==> config.mk <==
export PLATFORM = sky130hd
export DESIGN_NAME = cordic_hyp_iter_flat
export DESIGN_NICKNAME = d
export VERILOG_FILES = /design/src/rtl/cordic_pkg.sv /design/src/rtl/cordic_hyp_iter_if.sv /design/src/rtl/cordic_hyp_micro.sv /design/src/rtl/cordic_hyp_iter.sv /design/src/flat_wrapper.sv
export SDC_FILE = /design/constraint.sdc
export NUM_CORES = 1
export LEC_CHECK = 0
export CAP_MARGIN = 5
export CORE_ASPECT_RATIO = 1.1
export CORE_MARGIN = 8
export CORE_UTILIZATION = 31
export CTS_BUF_LIST = sky130_fd_sc_hd__clkbuf_16
export DETAILED_ROUTE_END_ITERATION = 8
export GPL_ROUTABILITY_DRIVEN = 0
export PLACE_DENSITY = 0.57
export SYNTH_ARGS = -nofsm -noshare
export SYNTH_HDL_FRONTEND = slang
export SYNTH_HIERARCHICAL = 1
export SYNTH_SLANG_ARGS = --single-unit
export TNS_END_PERCENT = 30
==> constraint.sdc <==
create_clock -name clk -period 5.9 [get_ports clk]
set_input_delay 1.475 -clock clk [delete_from_list [all_inputs] [get_ports clk]]
set_output_delay 1.475 -clock clk [all_outputs]
set_load 0.05 [all_outputs]
==> src/rtl/cordic_pkg.sv <==
// Shared widths, FSM state type and constant tables for the hyperbolic CORDIC engine.
// Pure definitions: no latency, no flow control.
package cordic_pkg;

  localparam int FRA_WIDTH = 16;
  localparam int INT_WIDTH = 3;
  localparam int DWIDTH    = 1 + INT_WIDTH + FRA_WIDTH;
  localparam int N_ITER    = 16;
  localparam int IW        = 6;
  localparam int LUT_FRA   = 16;

  typedef enum logic [1:0] {IDLE, RUN, DONE} state_t;

  // atanh(2^-i) scaled by 2^LUT_FRA, rounded to nearest; zero from i=18 upward
  function automatic logic [31:0] atanh_lut(input logic [IW-1:0] i);
    logic [31:0] v;
    case (i)
      6'd1:    v = 32'd35999;
      6'd2:    v = 32'd16739;
      6'd3:    v = 32'd8235;
      6'd4:    v = 32'd4101;
      6'd5:    v = 32'd2049;
      6'd6:    v = 32'd1024;
      6'd7:    v = 32'd512;
      6'd8:    v = 32'd256;
      6'd9:    v = 32'd128;
      6'd10:   v = 32'd64;
      6'd11:   v = 32'd32;
      6'd12:   v = 32'd16;
      6'd13:   v = 32'd8;
      6'd14:   v = 32'd4;
      6'd15:   v = 32'd2;
      6'd16:   v = 32'd1;
      6'd17:   v = 32'd1;
      default: v = 32'd0;
    endcase
    return v;
  endfunction

  function automatic logic is_repeat(input logic [IW-1:0] i);
    return (i == 6'd4) || (i == 6'd13);
  endfunction

endpackage

==> src/rtl/cordic_hyp_iter_if.sv <==
// Valid/ready bundle between range-reduction stage 2, the CORDIC engine and its consumer.
// master = upstream/downstream environment, slave = engine.
interface cordic_hyp_iter_if
  #(parameter int DWIDTH = cordic_pkg::DWIDTH);

  logic                     in_valid;
  logic                     in_ready;
  logic signed [DWIDTH-1:0] xin;
  logic signed [DWIDTH-1:0] yin;
  logic signed [DWIDTH-1:0] zin;
  logic                     out_valid;
  logic                     out_ready;
  logic signed [DWIDTH-1:0] xout;
  logic signed [DWIDTH-1:0] yout;
  logic signed [DWIDTH-1:0] zout;
  logic                     busy;

  modport master (
    output in_valid, xin, yin, zin, out_ready,
    input  in_ready, out_valid, xout, yout, zout, busy
  );

  modport slave (
    input  in_valid, xin, yin, zin, out_ready,
    output in_ready, out_valid, xout, yout, zout, busy
  );

endinterface

==> src/rtl/cordic_hyp_micro.sv <==
// One hyperbolic micro-rotation, purely combinational (0 cycles, no flow control).
// CORDIC_SAT_EN: X/Y clip to +/-max on overflow; otherwise everything wraps. Z always wraps.
module cordic_hyp_micro
  #(parameter int DWIDTH = cordic_pkg::DWIDTH)
  (
  input  logic signed [DWIDTH-1:0]        x,
  input  logic signed [DWIDTH-1:0]        y,
  input  logic signed [DWIDTH-1:0]        z,
  input  logic        [cordic_pkg::IW-1:0] i,
  input  logic signed [DWIDTH-1:0]        atanh_k,
  output logic signed [DWIDTH-1:0]        xn,
  output logic signed [DWIDTH-1:0]        yn,
  output logic signed [DWIDTH-1:0]        zn
  );
  import cordic_pkg::*;

  logic                     neg;
  logic signed [DWIDTH-1:0] xs;
  logic signed [DWIDTH-1:0] ys;

  assign neg = z[DWIDTH-1];
  assign xs  = x >>> i;
  assign ys  = y >>> i;

`ifdef CORDIC_SAT_EN
  logic signed [DWIDTH:0] xw;
  logic signed [DWIDTH:0] yw;

  function automatic logic signed [DWIDTH-1:0] clip(input logic signed [DWIDTH:0] v);
    logic signed [DWIDTH-1:0] r;
    if (v[DWIDTH] != v[DWIDTH-1])
      r = v[DWIDTH] ? {1'b1, {(DWIDTH-1){1'b0}}} : {1'b0, {(DWIDTH-1){1'b1}}};
    else
      r = v[DWIDTH-1:0];
    return r;
  endfunction

  // one guard bit exposes the overflow the clip needs to see
  always_comb begin
    xw = neg ? ({x[DWIDTH-1], x} - {ys[DWIDTH-1], ys}) : ({x[DWIDTH-1], x} + {ys[DWIDTH-1], ys});
    yw = neg ? ({y[DWIDTH-1], y} - {xs[DWIDTH-1], xs}) : ({y[DWIDTH-1], y} + {xs[DWIDTH-1], xs});
    xn = clip(xw);
    yn = clip(yw);
  end
`else
  assign xn = neg ? (x - ys) : (x + ys);
  assign yn = neg ? (y - xs) : (y + xs);
`endif

  assign zn = neg ? (z + atanh_k) : (z - atanh_k);

endmodule

==> src/rtl/cordic_hyp_iter.sv <==
// Iterative hyperbolic CORDIC: 18 cycles accept->out_valid at defaults; result held until out_ready,
// in_ready low while busy or while an unconsumed result sits in DONE. CORDIC_SAT_EN selects saturating X/Y.
module cordic_hyp_iter
  #(
  parameter int FRA_WIDTH = cordic_pkg::FRA_WIDTH,
  parameter int INT_WIDTH = cordic_pkg::INT_WIDTH,
  parameter int DWIDTH    = 1 + INT_WIDTH + FRA_WIDTH,
  parameter int N_ITER    = cordic_pkg::N_ITER
  )
  (
  input  logic              clk,
  input  logic              rst,
  cordic_hyp_iter_if.slave  bus
  );
  import cordic_pkg::*;

  state_t                   state;
  state_t                   state_nx;
  logic signed [DWIDTH-1:0] x_q, y_q, z_q;
  logic signed [DWIDTH-1:0] x_nx, y_nx, z_nx;
  logic signed [DWIDTH-1:0] xo_q, yo_q, zo_q;
  logic signed [DWIDTH-1:0] atanh_k;
  logic        [IW-1:0]     iter;
  logic                     rep_done;
  logic [31:0]              lut_raw;
  logic                     accept;
  logic                     rep_first;
  logic                     last_pass;
  logic                     busy_c;
  logic                     valid_c;

  assign lut_raw = atanh_lut(iter);
  assign atanh_k = (FRA_WIDTH >= LUT_FRA) ? DWIDTH'(lut_raw << (FRA_WIDTH - LUT_FRA))
                                          : DWIDTH'(lut_raw >> (LUT_FRA - FRA_WIDTH));

  cordic_hyp_micro #(.DWIDTH(DWIDTH)) u_micro (
    .x       (x_q),
    .y       (y_q),
    .z       (z_q),
    .i       (iter),
    .atanh_k (atanh_k),
    .xn      (x_nx),
    .yn      (y_nx),
    .zn      (z_nx)
  );

  assign bus.in_ready = !rst && ((state == IDLE) || ((state == DONE) && bus.out_ready));
  assign accept       = bus.in_valid && bus.in_ready;
  // the first visit to a repeat index keeps i; the second advances it
  assign rep_first    = is_repeat(iter) && !rep_done;
  assign last_pass    = (iter == IW'(N_ITER)) && !rep_first;

  always_comb begin
    state_nx = state;
    busy_c   = 1'b0;
    valid_c  = 1'b0;
    case (state)
      IDLE: if (accept) state_nx = RUN;
      RUN: begin
        busy_c = 1'b1;
        if (last_pass) state_nx = DONE;
      end
      DONE: begin
        valid_c = 1'b1;
        if (bus.out_ready) state_nx = accept ? RUN : IDLE;
      end
      default: state_nx = IDLE;
    endcase
  end

  always_ff @(posedge clk) begin
    if (rst) state <= IDLE;
    else     state <= state_nx;
  end

  always_ff @(posedge clk) begin
    if (rst) begin
      x_q      <= '0;
      y_q      <= '0;
      z_q      <= '0;
      iter     <= '0;
      rep_done <= 1'b0;
      xo_q     <= '0;
      yo_q     <= '0;
      zo_q     <= '0;
    end else if (accept) begin
      x_q      <= bus.xin;
      y_q      <= bus.yin;
      z_q      <= bus.zin;
      iter     <= IW'(1);
      rep_done <= 1'b0;
    end else if (state == RUN) begin
      x_q <= x_nx;
      y_q <= y_nx;
      z_q <= z_nx;
      if (rep_first) begin
        rep_done <= 1'b1;
      end else begin
        rep_done <= 1'b0;
        iter     <= iter + 1'b1;
      end
      if (last_pass) begin
        xo_q <= x_nx;
        yo_q <= y_nx;
        zo_q <= z_nx;
      end
    end
  end

  assign bus.busy      = busy_c;
  assign bus.out_valid = valid_c;
  assign bus.xout      = xo_q;
  assign bus.yout      = yo_q;
  assign bus.zout      = zo_q;

endmodule

==> src/flat_wrapper.sv <==
// flat-port wrapper written by rule: the top's interface ports become plain ports
module cordic_hyp_iter_flat import cordic_pkg::*;
#(
  parameter int FRA_WIDTH = cordic_pkg::FRA_WIDTH,
  parameter int INT_WIDTH = cordic_pkg::INT_WIDTH,
  parameter int DWIDTH    = 1 + INT_WIDTH + FRA_WIDTH,
  parameter int N_ITER    = cordic_pkg::N_ITER
  )
  (clk, rst, bus_in_valid, bus_xin, bus_yin, bus_zin, bus_out_ready, bus_in_ready, bus_out_valid, bus_xout, bus_yout, bus_zout, bus_busy);
  cordic_hyp_iter_if #(.DWIDTH(DWIDTH)) bus_i ();
  input  logic clk;
  input  logic rst;
  input wire logic [$bits(bus_i.in_valid)-1:0] bus_in_valid;
  input wire logic [$bits(bus_i.xin)-1:0] bus_xin;
  input wire logic [$bits(bus_i.yin)-1:0] bus_yin;
  input wire logic [$bits(bus_i.zin)-1:0] bus_zin;
  input wire logic [$bits(bus_i.out_ready)-1:0] bus_out_ready;
  output wire logic [$bits(bus_i.in_ready)-1:0] bus_in_ready;
  output wire logic [$bits(bus_i.out_valid)-1:0] bus_out_valid;
  output wire logic [$bits(bus_i.xout)-1:0] bus_xout;
  output wire logic [$bits(bus_i.yout)-1:0] bus_yout;
  output wire logic [$bits(bus_i.zout)-1:0] bus_zout;
  output wire logic [$bits(bus_i.busy)-1:0] bus_busy;
  assign bus_i.in_valid = bus_in_valid;
  assign bus_i.xin = bus_xin;
  assign bus_i.yin = bus_yin;
  assign bus_i.zin = bus_zin;
  assign bus_i.out_ready = bus_out_ready;
  assign bus_in_ready = bus_i.in_ready;
  assign bus_out_valid = bus_i.out_valid;
  assign bus_xout = bus_i.xout;
  assign bus_yout = bus_i.yout;
  assign bus_zout = bus_i.zout;
  assign bus_busy = bus_i.busy;
  cordic_hyp_iter #(.FRA_WIDTH(FRA_WIDTH), .INT_WIDTH(INT_WIDTH), .DWIDTH(DWIDTH), .N_ITER(N_ITER)) u_core (.clk(clk), .rst(rst), .bus(bus_i));
endmodule
**Ports around the boundary**

Scale: 2 px per µm. Pins as bars across the die edge, other pins in gray.
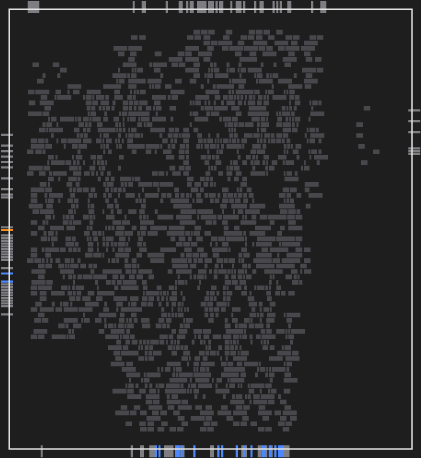
color	port	pins	direction	edge
blue	bus_xin	20	input	18 south, 2 west
orange	bus_in_valid	1	input	west
all pins by edge	43 south, 43 north, 35 west, 6 east

==> impl_report.txt <==
RUN METRICS
----------------------------------------------------
[STA]
  Crit path time final ........................ 5.53 ns
  Fmax ........................ 181 MHz
  Worst Tran Pin Value ........................ 1.06 ns
  Clock Skew ........................ 0.0149 ns
  Setup_tns ........................ 0 ns
  Max transition margin ........................ 0.294
  Final cycle utilization of the critical path ........................ 0.937
  Max-slew violation count ........................ 0
  Fin. Hold Viols ........................ 0
  Final tally of setup violations ........................ 0

[Critical path]
  Critical path capture point type ........................ register
  End of the worst register-to-register path ........................ u_core/y_q[19]
  Gate family responsible for the most delay along the worst path ........................ AND-OR/OR-AND gates
  Arrival time of data at the critical path endpoint ........................ 5.86 ns
  Depth of the critical timing path with buffers and inverters included ........................ 20
  Endpoint of the worst setup timing path ........................ u_core/y_q[19]
  Bufs and invs on worst path ........................ 2
  Worst Setup Path Type ........................ reg2reg
  Reg-to-reg setup timing slack ........................ 0.37 ns
  Launch point of the critical path ........................ u_core/iter[0]
  Critical Path Source Type ........................ register
  Delay of the slowest critical-path stage ........................ 0.60 ns
  Cell-by-cell trace of the critical path ........................ buf_12, mux4_2, a32o_1, nor2_1, ha_1, nand3_1, nor3_1, a21oi_1, xnor2_1, ha_1, and2_1, o21ai_0, o311ai_0, a311oi_1, buf_4, o21ai_0, a31o_2, xnor2_1, nand2_1, a311oi_1
  Largest fanout on the critical path ........................ 24

[Yosys]
  Post-Synth Adder-Cell Area ........................ 0.0773
  Synth Area in Compound Gates ........................ 0.247
  Simple-gate portion of the synthesized area ........................ 0.198
  Synthesis area per yosys ........................ 11600 µm²
  Post-synth area hogs ........................ sky130_fd_sc_hd__dfxtp_1, sky130_fd_sc_hd__ha_1, sky130_fd_sc_hd__nand2_1
  Top cell type by total area after synthesis ........................ sky130_fd_sc_hd__dfxtp_1
  Sequential area share after synthesis ........................ 0.222
  Post-synth cell types ........................ 83
  Syn avg cell area ........................ 8.37 µm²
  Most frequent cells after synthesis ........................ sky130_fd_sc_hd__nand2_1, sky130_fd_sc_hd__dfxtp_1, sky130_fd_sc_hd__nor3_1, sky130_fd_sc_hd__nor2_1, sky130_fd_sc_hd__a21oi_1
  Flip-flops with a built-in enable ........................ 0
  XOR/XNOR Fraction of Synth Area ........................ 0.0723
  Flip-flop cell with the highest count after synthesis ........................ sky130_fd_sc_hd__dfxtp_1
  Fraction of post-synthesis cell area in the top cell type by area ........................ 0.222
  Most frequently used cell type in the post-synthesis netlist ........................ sky130_fd_sc_hd__nand2_1
  Top logic family ........................ AND-OR/OR-AND gates
  Synth mux share ........................ 0.125
  Cell count in the Yosys report ........................ 1389

[Finish]
  Fraction of area in multi-input gates ........................ 0.599
  CLK BUF ........................ 17
  Number of multi-input combinational cells ........................ 1122
  Comb gate area ........................ 8430 µm²
  Flops ........................ 129
  Portion of the layout cell area used by non-clock buffers ........................ 0.116
  Number of inserted filler cells in the final layout ........................ 3835
  Most frequently placed logic cell in the final layout ........................ sky130_fd_sc_hd__nand2_1
  Antenna cells ........................ 0
  Fraction of final layout cells sized beyond drive strength 1 ........................ 0.0983
  Cell type taking the most area ........................ multi-input combinational cells
  Syn-to-layout area delta ........................ 21.0%
  Dominant logic cell types in the final layout ........................ sky130_fd_sc_hd__nand2_1, sky130_fd_sc_hd__clkdlybuf4s50_1, sky130_fd_sc_hd__dfxtp_1, sky130_fd_sc_hd__nor3_1, sky130_fd_sc_hd__nor2_1
  Post-layout net count ........................ 1616
  Number of ordinary inverters in the final layout ........................ 39
  Clock network area share ........................ 0.0456
  Register cell area after layout ........................ 2590 µm²
  Share of the final layout cell area in sequential cells ........................ 0.184

[Die]
  Initial standard-cell utilization of the core ........................ 0.314
  Die boundary width ........................ 201 µm
  # rows ........................ 74
  DIE AREA ........................ 44000 µm²
  Area inside the core boundary ........................ 37000 µm²
  Count of inserted tapcells ........................ 494

[Route]
  Total via count in the routed design ........................ 11500
  Final antenna-violating net count ........................ 0

[Global route]
  Initial antenna violation count ........................ 0
  Total routing usage reported by global routing ........................ 0.177
  Total gr overflow ........................ 0
  Wire length of the first global-routing pass ........................ 63100 µm
  Pin count of the biggest net entering global routing ........................ 83

[Power]
  Proportion of power drawn by combinational gates ........................ 0.540
  Clock group total power ........................ 1.17 mW
  Leakage component of the power ........................ 5.28 nW
  VDD IR-drop max ........................ 0.000184 V
  Share of total power in the clock network ........................ 0.239
  Comb power ........................ 2.65 mW
  Flop pwr share ........................ 0.221
  Switching power ........................ 2.07 mW
  Share of total power consumed by net switching ........................ 0.422
  Internal Dissipation ........................ 2.83 mW
  Pwr Density ........................ 349 nW/µm²
  Seq. pwr ........................ 1.08 mW

[Clocking]
  CTS Root Buffer Type ........................ sky130_fd_sc_hd__clkbuf_16
  Total number of clock tree sinks ........................ 129
  Cts repair resizes ........................ 0
  Post-CTS setup buffer count ........................ 0
  Cts-stage hold buffer count ........................ 0
  Post-CTS clock slew at the launch and capture registers of the worst setup and hold paths ........................ 0.06 ns
  CTS max path bufs ........................ 2
  CTS buffer count ........................ 17
  Deepest level of the CTS H-tree ........................ 4
  CTS tree ........................ built
  Insertion delay at the late pin of the worst-skew pair ........................ 0.43 ns

[Placed design]
  Port bufs ........................ 126
  DPL Wire Length ........................ 29300 µm

[Min path]
  End of the worst hold path ........................ u_core/bus.yout[8]
  Worst hold path cell count ........................ 1

[Status]
  Status ........................ finished clean

[Flow run]
  Max-capacitance violation count ........................ 0
  Stage-log warning count ........................ 31

----------------------------------------------------
**Routing congestion map**

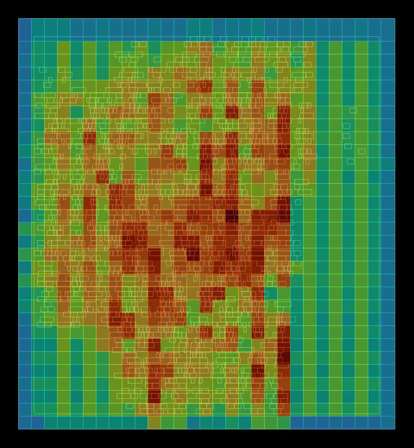
average routed wire per standard cell: 20.1 µm
met2 Usage GRT: 0.316
final design utilization: 0.380
global route hottest layer: met2
met1 usage in global routing: 0.204

## sequential cells by signal, summed over array words and instances, names as in the netlist
name	cells
u_core/rep_done	1
u_core/y_q	20
u_core/z_q	20
u_core/bus.yout	20
u_core/bus.zout	20
u_core/state	2
u_core/x_q	20
u_core/iter	6
u_core/bus.xout	20
## metal layers
metal	part of all wire	up-vias	GRT usage
met1	0.40	5532	0.204
met2	0.50	391	0.316
met3	0.053	91	0.0277
met5	0	-	0
li1	-	5474	-
met4	0.041	0	0.0864
## stage by stage
stage               instances  setup slack, ns  total power [mW]  utilization  instance area, µm²
finish                   1989            0.370              4.90        0.380               14100
global route             1989           0.0308              5.25        0.380               14100
CTS                      1989            0.297              4.92        0.379               14100
detailed placement       1957            0.378              3.72        0.362               13400
global placement         1957            0.353              3.71        0.362               13400
floorplan                1396            0.841              3.01            -               11700
Power is estimated from default activity; no workload was simulated.
